$ cat config.mk
export PLATFORM = sky130hd
export DESIGN_NAME = fwd_hazard_ctrl
export DESIGN_NICKNAME = d
export VERILOG_FILES = /design/src/rtl/fwd_hazard_ctrl.sv
export SDC_FILE = /design/constraint.sdc
export NUM_CORES = 1
export LEC_CHECK = 0
export CAP_MARGIN = 10
export CORE_MARGIN = 3
export CORE_UTILIZATION = 45
export CTS_BUF_LIST = sky130_fd_sc_hd__clkbuf_4
export CTS_CLUSTER_DIAMETER = 80
export DETAILED_ROUTE_END_ITERATION = 12
export MAX_ROUTING_LAYER = met4
export PLACE_DENSITY = 0.75
export SLEW_MARGIN = 10
export SYNTH_ARGS = -nofsm -noshare
export SYNTH_HDL_FRONTEND = slang
export SYNTH_SLANG_ARGS = --single-unit
$ cat constraint.sdc
create_clock -name clk -period 4 [get_ports clk]
set_clock_uncertainty 0.2 [all_clocks]
set_input_delay 1.2 -clock clk [delete_from_list [all_inputs] [get_ports clk]]
set_output_delay 1.2 -clock clk [all_outputs]
set_load 0.03 [all_outputs]
$ cat src/rtl/fwd_hazard_ctrl.sv
// Forwarding and hazard controller for the five-stage pipeline.
// Registers the rs1/rs2 forward selects for the instruction entering EX and
// produces same-cycle stall/bubble/flush/freeze controls. Saturating counters
// record load-use stalls and branch flushes for performance debug.
//
// Control handshake: there is no valid/ready pair here. Every control output
// is a level that applies to the current cycle only. mem_busy has absolute
// priority and holds every pipeline register, including this block's own
// state. While rst_n is low, all combinational controls are forced to 0.
module fwd_hazard_ctrl #(
    parameter int REG_ADDR_W = 5,
    parameter int FWD_W      = 2,
    parameter int CNT_W      = 16
) (
    input  logic                  clk,
    input  logic                  rst_n,
    input  logic [REG_ADDR_W-1:0] rs1_id,
    input  logic [REG_ADDR_W-1:0] rs2_id,
    input  logic                  rs1_used_id,
    input  logic                  rs2_used_id,
    input  logic [REG_ADDR_W-1:0] rd_ex,
    input  logic                  regwen_ex,
    input  logic                  memread_ex,
    input  logic [REG_ADDR_W-1:0] rd_m,
    input  logic                  regwen_m,
    input  logic                  branch_taken_ex,
    input  logic                  mem_busy,
    output logic [FWD_W-1:0]      forward_1,
    output logic [FWD_W-1:0]      forward_2,
    output logic                  stall_pc,
    output logic                  stall_ifid,
    output logic                  bubble_idex,
    output logic                  flush_ifid,
    output logic                  freeze,
    output logic [CNT_W-1:0]      ldstall_cnt,
    output logic [CNT_W-1:0]      flush_cnt,
    output logic [1:0]            state_dbg
);

    typedef enum logic [1:0] {
        ST_RUN     = 2'd0,
        ST_LDSTALL = 2'd1,
        ST_FRZ     = 2'd2
    } state_t;

    // 10 selects the result sitting in MEM, 01 the result sitting in WB.
    localparam logic [FWD_W-1:0] FWD_NONE = '0;
    localparam logic [FWD_W-1:0] FWD_MEM  = FWD_W'(2'b10);
    localparam logic [FWD_W-1:0] FWD_WB   = FWD_W'(2'b01);

    state_t state;
    state_t saved_state;

    logic ex_hit_1, ex_hit_2;
    logic m_hit_1, m_hit_2;
    logic load_use;
    logic do_freeze, do_flush, do_ldstall;
    logic [FWD_W-1:0] fwd_next_1, fwd_next_2;

    // A producer matches a source only if it writes a non-zero rd that the
    // consumer actually reads; x0 is hard-wired and never forwarded.
    function automatic logic reg_match(input logic [REG_ADDR_W-1:0] src,
                                       input logic [REG_ADDR_W-1:0] rd,
                                       input logic                  wen,
                                       input logic                  used);
        return wen && used && (rd != '0) && (rd == src);
    endfunction

    // EX producer is younger than MEM producer, so an EX match wins.
    function automatic logic [FWD_W-1:0] pick_fwd(input logic ex_hit,
                                                  input logic m_hit);
        if (ex_hit) begin
            return FWD_MEM;
        end else if (m_hit) begin
            return FWD_WB;
        end
        return FWD_NONE;
    endfunction

    // Hazard detection and priority resolution for the current cycle.
    always_comb begin
        ex_hit_1   = reg_match(rs1_id, rd_ex, regwen_ex, rs1_used_id);
        ex_hit_2   = reg_match(rs2_id, rd_ex, regwen_ex, rs2_used_id);
        m_hit_1    = reg_match(rs1_id, rd_m, regwen_m, rs1_used_id);
        m_hit_2    = reg_match(rs2_id, rd_m, regwen_m, rs2_used_id);
        load_use   = memread_ex && (ex_hit_1 || ex_hit_2);
        fwd_next_1 = pick_fwd(ex_hit_1, m_hit_1);
        fwd_next_2 = pick_fwd(ex_hit_2, m_hit_2);
        // A taken branch squashes the consumer, so it masks any load-use.
        do_freeze  = rst_n && mem_busy;
        do_flush   = rst_n && !mem_busy && branch_taken_ex;
        do_ldstall = rst_n && !mem_busy && !branch_taken_ex && load_use;
    end

    // Pipeline control outputs are pure functions of this cycle's inputs.
    always_comb begin
        freeze      = do_freeze;
        flush_ifid  = do_flush;
        stall_pc    = do_ldstall;
        stall_ifid  = do_ldstall;
        bubble_idex = do_flush || do_ldstall;
        state_dbg   = state;
    end

    // Forward selects, FSM and saturating event counters.
    always_ff @(posedge clk) begin
        if (!rst_n) begin
            forward_1   <= FWD_NONE;
            forward_2   <= FWD_NONE;
            state       <= ST_RUN;
            saved_state <= ST_RUN;
            ldstall_cnt <= '0;
            flush_cnt   <= '0;
        end else if (mem_busy) begin
            // Everything holds; only remember where to resume.
            if (state != ST_FRZ) begin
                saved_state <= state;
                state       <= ST_FRZ;
            end
        end else begin
            if (branch_taken_ex) begin
                forward_1 <= FWD_NONE;
                forward_2 <= FWD_NONE;
                if (flush_cnt != '1) begin
                    flush_cnt <= flush_cnt + CNT_W'(1);
                end
            end else if (load_use) begin
                forward_1 <= FWD_NONE;
                forward_2 <= FWD_NONE;
                if (ldstall_cnt != '1) begin
                    ldstall_cnt <= ldstall_cnt + CNT_W'(1);
                end
            end else begin
                forward_1 <= fwd_next_1;
                forward_2 <= fwd_next_2;
            end

            case (state)
                ST_RUN: begin
                    if (load_use && !branch_taken_ex) begin
                        state <= ST_LDSTALL;
                    end
                end
                ST_LDSTALL: state <= ST_RUN;
                ST_FRZ:     state <= saved_state;
                default:    state <= ST_RUN;
            endcase
        end
    end

endmodule

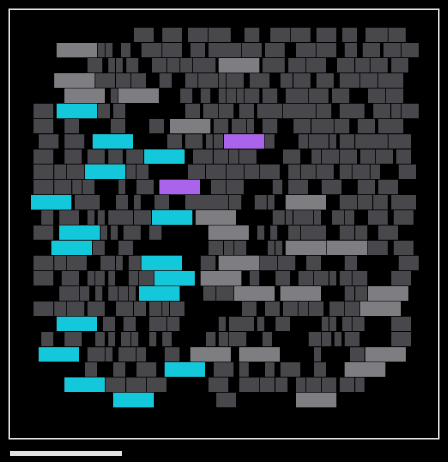
(images/ff_map.png)
Scale bar: 20 µm. Other sequential cells in the stronger gray, the rest of the logic in the fainter gray.
[forward_1] purple | sequential cells: 2
[flush_cnt] cyan | sequential cells: 16
not colored: 22

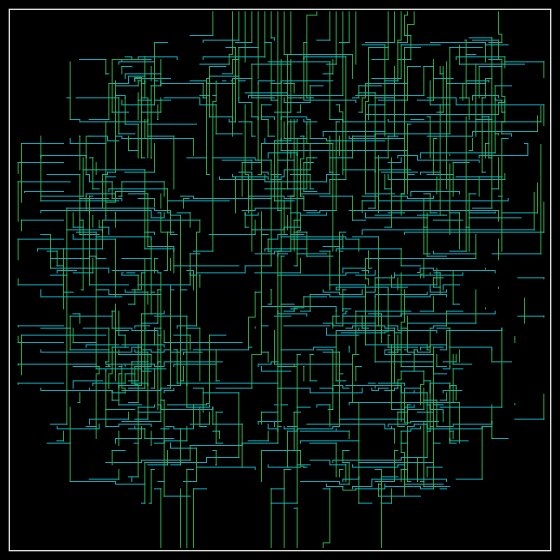
(images/layers.png)
Only two layers are drawn.
[M2] green | wire length: 2500 µm
[M1] cyan | wire length: 2730 µm

==> notes.md <==
Here are the numbers from the latest Yosys + OpenROAD run.

By instance count, the cell type seen most on the critical path is o21ai_4. Before placement the cells fill 47.1% of the core. By count the netlist is led by 40 x dfxtp_1, 22 x xor2_1, 21 x nand2_1, 15 x and2_1, 12 x xnor2_1. The global route stage reports its total congestion overflow as 0.

Based on the critical path, the design can be clocked at up to ~0.25 GHz. The data arrival time of the worst path is between 2 and 3 ns. The most critical min-delay path falls under register to register. On the worst path, the slowest cell contributes a delay of about 0.52 ns. The leakage dissipation is around 0.0012 µW. The via count of the first global-routing pass was 1985. The met3 track demand over resource came out at under 10%. The final-layout worst hold slack is around 0.28 ns.

Setup repair after global routing left no endpoint under its margin. The detailed placement HPWL came out at 4.04 mm. Looking at the setup timing report, the critical path kind is primary input to primary output. The area share of the largest cell type after synthesis is 35.8%. The first-pass GRT wire length came out at ~9.2 mm. The script reports the combined buffer and inverter count of the critical path as 2. The layout filler cell count came out at a little over 400. The number of cells produced by synthesis came out at 260. The kind of end point of the critical path is a primary output.

The flow ran to the end, and the final reports show no timing, DRC or antenna violations. Listed in order, past its start point the critical path passes dlygate4sd2_1 -> or4_4 -> o21ai_4 -> nor2_1 -> o21ai_4 -> nand2b_1 -> buf_6. The synthesized flop and latch total is about 40. The worst max-slew margin expressed relative to the limit is between 50% and 60%. The startpoint kind of the worst setup timing path is a primary input. Counting endpoints that fail hold in the final report gives 0.

The initial antenna violation count is 0. The post-CTS setup buffer count is 3. The last timing report of the flow puts the setup violation total at 0. The max-slew violation count is 0. The iteration count of the initial detailed-routing pass came out at 4. The post-route cell area is ~3300 µm². Looking at the clock tree report, the H-tree level count equals 2. The number of enable flip-flop cells is 0. Per Yosys stat, the portion of area used by sequential elements is around 36%.

The met1 track demand over resource came out at between 20% and 30%.
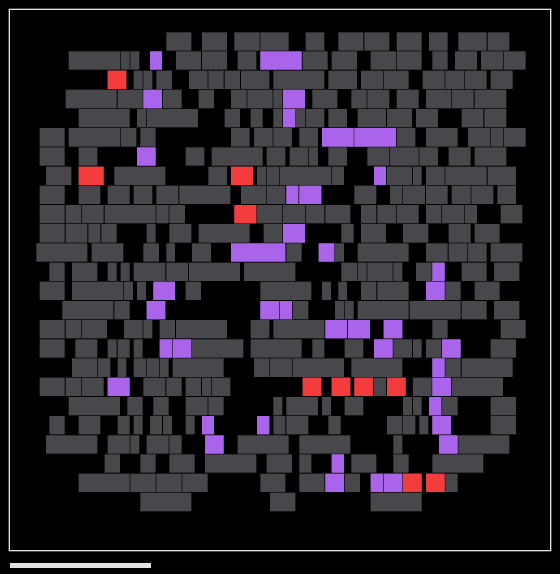
(images/gates.png)
Scale bar: 20 µm.
[non-inverting ao/oa cells] red | cells: 10 | most used: o21a_1
[aoi and oai cells] purple | cells: 40 | most used: a21boi_1

power breakdown:
part | internal (µW) | switching [µW] | total (µW)
logic | 58.3 | 50.4 | 109
registers | 400 | 2.26 | 402
clock network | 73.9 | 131 | 205
worst paths after layout:
kind                                     start  depth (start not counted)        endpoint  slack, ns
worst max-delay path                  rd_ex[3]                          7     bubble_idex       0.06
worst min-delay path              forward_2[0]                          1    forward_2[0]       0.28
worst max register to register  ldstall_cnt[0]                          7  ldstall_cnt[9]       1.55
worst min register to register    forward_2[0]                          1    forward_2[0]       0.28
state kept, by name, indices dropped and copies added, names as in the netlist:
name / count
flush_cnt: 16
ldstall_cnt: 16
forward_1: 2
forward_2: 2
saved_state: 2
state_dbg: 2
layout make-up:
cell class	instances	area share, %
inverter	8	0.922
clock inverter	2	0.346
clock buffer	6	1.38
tap	67	2.57
timing repair buffer	97	27.4
sequential	40	24.6
multi-input combinational	200	42.8
kinds of logic after synthesis:
family	Yosys count	synth area share [%]
AOI/OAI and AO/OA	50	16.5
muxes	2	0.894
buffers and inverters	20	4.53
DFF	40	35.8
xor gates and xnor gates	34	13.3
adders and majority gates	2	1.12
and+or+nand+nor	112	27.9
metal layers:
layer  up-vias  part of all wire, %
li1       1109                    -
met1       966                   50
met2        48                   46
met3         2                  3.8
met4         0                 0.62
met5         -                    0
metrics by stage:
stage | TNS (ns) | worst slack [ns] | util, % | cells
finish | 0 | 0.0604 | 68.5 | 420
global route | 0 | 0.0263 | 68.5 | 420
CTS | 0 | 0.00359 | 67.4 | 419
detailed placement | -1.09 | -0.371 | 65.5 | 408
global placement | -0.887 | -0.299 | 65.5 | 408
floorplan | 0 | 0.00329 | - | 260
No activity file was given, so power comes from the tool's default toggle rates.
